--- config.mk ---
export PLATFORM = sky130hd
export DESIGN_NAME = div_sequencer_flat
export DESIGN_NICKNAME = d
export VERILOG_FILES = /design/src/rtl/div_sequencer_if.sv /design/src/rtl/div_sequencer.sv /design/src/flat_wrapper.sv
export SDC_FILE = /design/constraint.sdc
export NUM_CORES = 1
export LEC_CHECK = 0
export ABC_AREA = 0
export ABC_CLOCK_PERIOD_IN_PS = 2300
export CAP_MARGIN = 40
export CORE_UTILIZATION = 53
export CTS_CLUSTER_DIAMETER = 100
export DETAILED_ROUTE_END_ITERATION = 10
export PLACE_DENSITY = 0.87
export SLEW_MARGIN = 5
export SYNTH_ARGS = -nofsm -noshare
export SYNTH_HDL_FRONTEND = slang
export SYNTH_SLANG_ARGS = --single-unit
--- constraint.sdc ---
create_clock -name clk -period 2.3 [get_ports clk]
set_input_delay 0.46 -clock clk [delete_from_list [all_inputs] [get_ports clk]]
set_output_delay 0.46 -clock clk [all_outputs]
set_load 0.05 [all_outputs]
--- src/rtl/div_sequencer_if.sv ---
// Request/response bundle between the execute stage and the divide sequencer.
interface div_sequencer_if;
  logic        start;
  logic        is_signed;
  logic [31:0] dividend;
  logic [31:0] divisor;
  logic        busy;
  logic        done;
  logic        div_by_zero;
  logic [31:0] quotient;
  logic [31:0] remainder;

  modport master (
    output start, is_signed, dividend, divisor,
    input  busy, done, div_by_zero, quotient, remainder
  );

  modport slave (
    input  start, is_signed, dividend, divisor,
    output busy, done, div_by_zero, quotient, remainder
  );
endinterface

--- src/rtl/div_sequencer.sv ---
// Multi-cycle DIV/DIVU controller: restoring division over one shared external
// 32-bit subtractor, used for operand negation, the 32 iterations and sign fixup.
module div_sequencer #(
  parameter logic [31:0] DBZ_QUO      = 32'hFFFF_FFFF,
  parameter bit          DBZ_REM_PASS = 1'b1
) (
  input  logic             clk,
  input  logic             rst_n,
  div_sequencer_if.slave   div,
  output logic [31:0]      sub_a,
  output logic [31:0]      sub_b,
  input  logic [31:0]      sub_diff,
  input  logic             sub_borrow
);

  typedef enum logic [2:0] {
    IDLE,
    NEG_A,
    NEG_B,
    ITER,
    FIX_Q,
    FIX_R,
    DONE
  } state_t;

  state_t      state, state_nx;

  logic        sgn;
  logic [31:0] a_raw;
  logic [31:0] b_raw;
  logic        neg_q;
  logic        neg_r;
  logic [31:0] b_mag;
  logic [31:0] q;
  logic [31:0] rem;
  logic [4:0]  cnt;
  logic        dbz;
  logic [31:0] quo_r;
  logic [31:0] rem_r;
  logic [32:0] shifted;
  logic        take;

  assign div.busy        = (state != IDLE);
  assign div.done        = (state == DONE);
  assign div.div_by_zero = dbz;
  assign div.quotient    = quo_r;
  assign div.remainder   = rem_r;

  // Partial remainder can exceed 32 bits for one cycle, so the carry-out bit
  // forces a subtract even when the 32-bit subtractor reports a borrow.
  assign shifted = {rem, q[31]};
  assign take    = shifted[32] | ~sub_borrow;

  always_ff @(posedge clk) begin
    if (!rst_n) begin
      state <= IDLE;
    end else begin
      state <= state_nx;
    end
  end

  always_comb begin
    state_nx = state;
    sub_a    = '0;
    sub_b    = '0;
    case (state)
      IDLE: begin
        if (div.start) state_nx = NEG_A;
      end
      NEG_A: begin
        if (neg_r) sub_b = a_raw;
        state_nx = NEG_B;
      end
      NEG_B: begin
        if (sgn && b_raw[31]) sub_b = b_raw;
        state_nx = dbz ? DONE : ITER;
      end
      ITER: begin
        sub_a = shifted[31:0];
        sub_b = b_mag;
        if (cnt == 5'd31) state_nx = FIX_Q;
      end
      FIX_Q: begin
        if (neg_q) sub_b = q;
        state_nx = FIX_R;
      end
      FIX_R: begin
        if (neg_r) sub_b = rem;
        state_nx = DONE;
      end
      DONE: begin
        state_nx = IDLE;
      end
      default: state_nx = IDLE;
    endcase
  end

  always_ff @(posedge clk) begin
    if (!rst_n) begin
      sgn   <= 1'b0;
      a_raw <= '0;
      b_raw <= '0;
      neg_q <= 1'b0;
      neg_r <= 1'b0;
      b_mag <= '0;
      q     <= '0;
      rem   <= '0;
      cnt   <= '0;
      dbz   <= 1'b0;
      quo_r <= '0;
      rem_r <= '0;
    end else begin
      case (state)
        IDLE: begin
          if (div.start) begin
            sgn   <= div.is_signed;
            a_raw <= div.dividend;
            b_raw <= div.divisor;
            neg_q <= div.is_signed & (div.dividend[31] ^ div.divisor[31]);
            neg_r <= div.is_signed & div.dividend[31];
            dbz   <= (div.divisor == '0);
          end
        end
        NEG_A: begin
          q <= neg_r ? sub_diff : a_raw;
        end
        NEG_B: begin
          if (dbz) begin
            quo_r <= DBZ_QUO;
            rem_r <= DBZ_REM_PASS ? a_raw : '0;
          end else begin
            b_mag <= (sgn && b_raw[31]) ? sub_diff : b_raw;
            rem   <= '0;
            cnt   <= '0;
          end
        end
        ITER: begin
          rem <= take ? sub_diff : shifted[31:0];
          q   <= {q[30:0], take};
          cnt <= cnt + 5'd1;
        end
        FIX_Q: begin
          quo_r <= neg_q ? sub_diff : q;
        end
        FIX_R: begin
          rem_r <= neg_r ? sub_diff : rem;
        end
        default: ;
      endcase
    end
  end

endmodule

--- src/flat_wrapper.sv ---
// flat-port wrapper written by rule: the top's interface ports become plain ports
module div_sequencer_flat 
#(
  parameter logic [31:0] DBZ_QUO      = 32'hFFFF_FFFF,
  parameter bit          DBZ_REM_PASS = 1'b1
)
  (clk, rst_n, sub_a, sub_b, sub_diff, sub_borrow, div_start, div_is_signed, div_dividend, div_divisor, div_busy, div_done, div_div_by_zero, div_quotient, div_remainder);
  div_sequencer_if div_i ();
  input  logic clk;
  input  logic rst_n;
  output logic [31:0] sub_a;
  output logic [31:0] sub_b;
  input  logic [31:0] sub_diff;
  input  logic sub_borrow;
  input wire logic [$bits(div_i.start)-1:0] div_start;
  input wire logic [$bits(div_i.is_signed)-1:0] div_is_signed;
  input wire logic [$bits(div_i.dividend)-1:0] div_dividend;
  input wire logic [$bits(div_i.divisor)-1:0] div_divisor;
  output wire logic [$bits(div_i.busy)-1:0] div_busy;
  output wire logic [$bits(div_i.done)-1:0] div_done;
  output wire logic [$bits(div_i.div_by_zero)-1:0] div_div_by_zero;
  output wire logic [$bits(div_i.quotient)-1:0] div_quotient;
  output wire logic [$bits(div_i.remainder)-1:0] div_remainder;
  assign div_i.start = div_start;
  assign div_i.is_signed = div_is_signed;
  assign div_i.dividend = div_dividend;
  assign div_i.divisor = div_divisor;
  assign div_busy = div_i.busy;
  assign div_done = div_i.done;
  assign div_div_by_zero = div_i.div_by_zero;
  assign div_quotient = div_i.quotient;
  assign div_remainder = div_i.remainder;
  div_sequencer #(.DBZ_QUO(DBZ_QUO), .DBZ_REM_PASS(DBZ_REM_PASS)) u_core (.clk(clk), .rst_n(rst_n), .div(div_i), .sub_a(sub_a), .sub_b(sub_b), .sub_diff(sub_diff), .sub_borrow(sub_borrow));
endmodule
==> results.cfg <==
; implementation run metrics
[yosys]
top_area_cell = dfxtp_1
synth_area_um2 = 12280
netlist_logic_family_top = AND-OR/OR-AND gates
top_cell_area_share = 0.3847
async_flop_share = 0
edf_count = 0
synth_cell_types = 45
yosysWarnings = 0
syn_nets = 1552
top_cells_by_area = dfxtp_1, nand2_1, mux2i_1, a21boi_0, a22oi_1

[finish]
comb_share = 0.4180
layout.cells.non_filler = 1939
final_nets = 1737
layout_top_cell = nand2_1
nNonClkBuffers = 299
num-multi-input-gates = 1067
buf_share = 0.2277
nClkBuffers = 38
area_delta_synth_final_pct = 37.56
biggestCellCategory = multi-input combinational cells
lay_top_cells = nand2_1, dfxtp_1, clkdlybuf4s50_1, mux2i_1, a21boi_0

[run_status]
violations = negative setup slack
status = finished, violations left

[critical_path]
path_class = flop to output port
cp_data_required_time_ns = 1.84
cp_cell_sequence = buf_6, nor2_4, buf_12, a22oi_1, o211ai_1, buf_12
arrival_ns = 2.18
crit_slowest_cell = o211ai_1
start_kind = flop
worstSetupEndpointType = output port

[routing]
drtIter0Drc = 1453
top_layer = met4
drc = 0
drtAntennaViolNets = 0
vias_per_cell = 6.512
met3_length_um = 4974

[final_timing]
hold_viol_final = 0
finalClockPeriodUsage = 1.147
drv_slew = 0
max_freq_mhz = 379.2
period_minus_slack_ns = 2.637
worst_slew_pin_slew_ns = 0.9407
setup_viol = 64
clock-skew-final_ns = 0.01573
setup_ws_ns = -0.3371
grt_setup_unrepaired = yes

[clock_tree]
cts.sinks = 236
ctsResizeCount = 45
cts_tree = yes
postCtsHoldBufs = 0
insertion_delay_ns = 0.53
htreeDepth = 1

[grt]
busiest_layer = met2
grt_pass1_wl_um = 67650
track_usage = 0.3565
use_met2 = 0.5708
overflow = 0
grt_pass1_vias = 12360

[pwr]
seqPwrFrac = 0.438
power.share.clock = 0.419
power_frac_comb = 0.142
internal_power_mw = 7.364
power.switching_mw = 2.718
p_leak_nw = 6.114
power_mw = 10.08
p_sw_frac = 0.2696

[place]
place.gp.congestion = 0.8874
place_hpwl_um = 26500
place_ws_ns = 0.1638
place_area_um2 = 15630

[flow_run]
openroad.warnings = 31

[die]
tap-cell-count = 285
## per-stage QoR
stage | setup TNS, ns | hold WS, ns
6_report | -11.70 | 0.3112
5_1_grt | -13.93 | 0.3158
4_1_cts | -10.55 | 0.3016
3_5_place_dp | 0 | 0.4464
3_3_place_gp | 0 | 0.4385
2_1_floorplan | -0.1399 | 0.4480
## flip-flops by register name (all words and copies together), names as in the netlist
name	cells
u_core.div.quotient	32
u_core.sgn	1
u_core.q	32
u_core.div.remainder	32
u_core.state	3
u_core.rem	32
u_core.b_mag	32
u_core.a_raw	32
u_core.b_raw	32
u_core.div.div_by_zero	1
u_core.neg_q	1
u_core.cnt	5
u_core.neg_r	1
## final timing paths
kind	from	to	slack [ns]	depth (start not counted)
min reg2reg	u_core.div.remainder[10]	u_core.div.remainder[10]	0.45	2
max	u_core.state[1]	sub_b[5]	-0.34	6
min	rst_n	u_core.b_mag[8]	0.31	2
max reg2reg	u_core.state[0]	u_core.div.remainder[12]	0.12	6
## Yosys cell counts (all sizes together) (4+ instances only)
master,instances
inv,4
a22oi,65
and2,67
o211ai,63
dfxtp,236
nand3,69
nor4,6
nor2b,4
o211a,31
o2bb2ai,32
mux2i,96
nand2b,9
mux2,32
o21ai,36
o221a,32
buf,64
a21boi,134
nor2,8
nand2,356
clkbuf,78
## worst max-delay path: cells and delay by family (launching register included)
kind | cells | cell delay [ns]
buf+inv | 3 | 0.60
simple gates | 1 | 0.16
compound gates | 2 | 0.51
flops | 1 | 0.36
## power groups by stage
stage | clock, mW | combinational [mW] | sequential, mW
2_1_floorplan | 0 | 0.794 | 4.44
3_5_place_dp | 0 | 1.36 | 4.49
4_1_cts | 4.21 | 1.39 | 4.40
6_report | 4.23 | 1.44 | 4.42
3_3_place_gp | 0 | 1.31 | 4.48
5_1_grt | 4.40 | 1.52 | 4.43
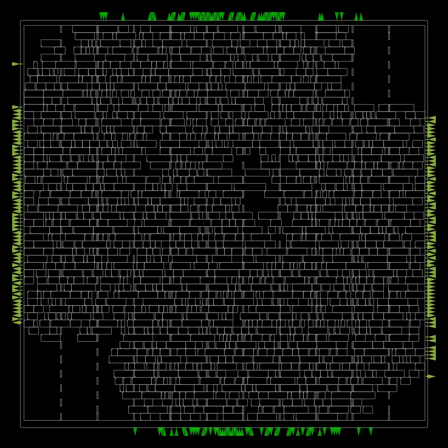
**Above:** cell outlines without signal wires.
Flops: 236
flop share of the area: 0.2806

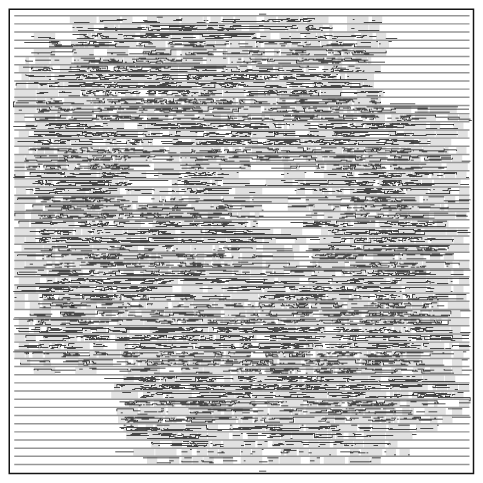
**Above:** M1 wires.
Scale: 3 px per µm. Supply wires on this layer in gray. Cells faint in the background.
longest straight run: 48.3 µm
main direction: horizontal
met1 Use GR: 0.4597
final wirelength: 43,510 µm
vias: 12,630

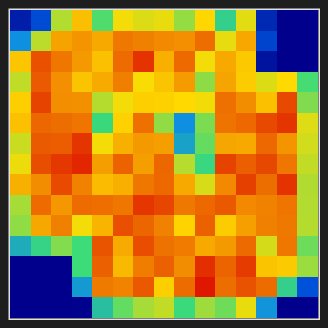
**Above:** local utilization.
Scale: 2 px per µm. The die is cut into 15 by 15 equal tiles; dark blue is low, red is high, 0 to 100% covered.
emptiest ninth of the die: south-west
mean over tiles: 70%
nearly empty tiles: 8.0%
Layout Utilization: 0.7439
core box area: 22,710 µm²
Starting Density: 0.5408

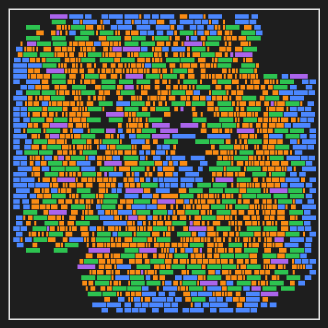
**Above:** cells colored by class.
Scale: 2 px per µm.
legend:
  green:
    class: registers
    cells: 236
    share_of_their_area: 29%
  blue:
    class: remaining buffers and delay cells
    cells: 299
    share_of_their_area: 23%
  orange:
    class: remaining logic cells
    cells: 1,071
    share_of_their_area: 43%
  purple:
    class: clock drivers and dummy loads
    cells: 47
    share_of_their_area: 5.3%
# rows: 55
post-layout instance area: 16,890 µm²

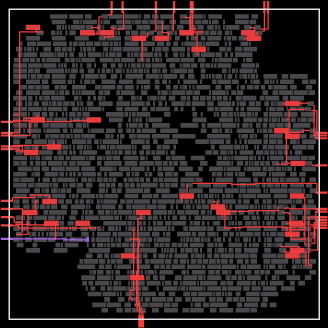
**Above:** nets reached from selected ports.
Scale: 2 px per µm.
legend:
  purple:
    port: `div_busy`
    bits: 1
    direction: output
    end_cells: 1
    buffers: 1
    wire: 40.9 µm
  red:
    port: `div_quotient`
    bits: 32
    direction: output
    end_cells: 32
    buffers: 32
    wire: 1,230 µm
io pins: 232
I/O Buffers: 231

Power is estimated from default activity; no workload was simulated.
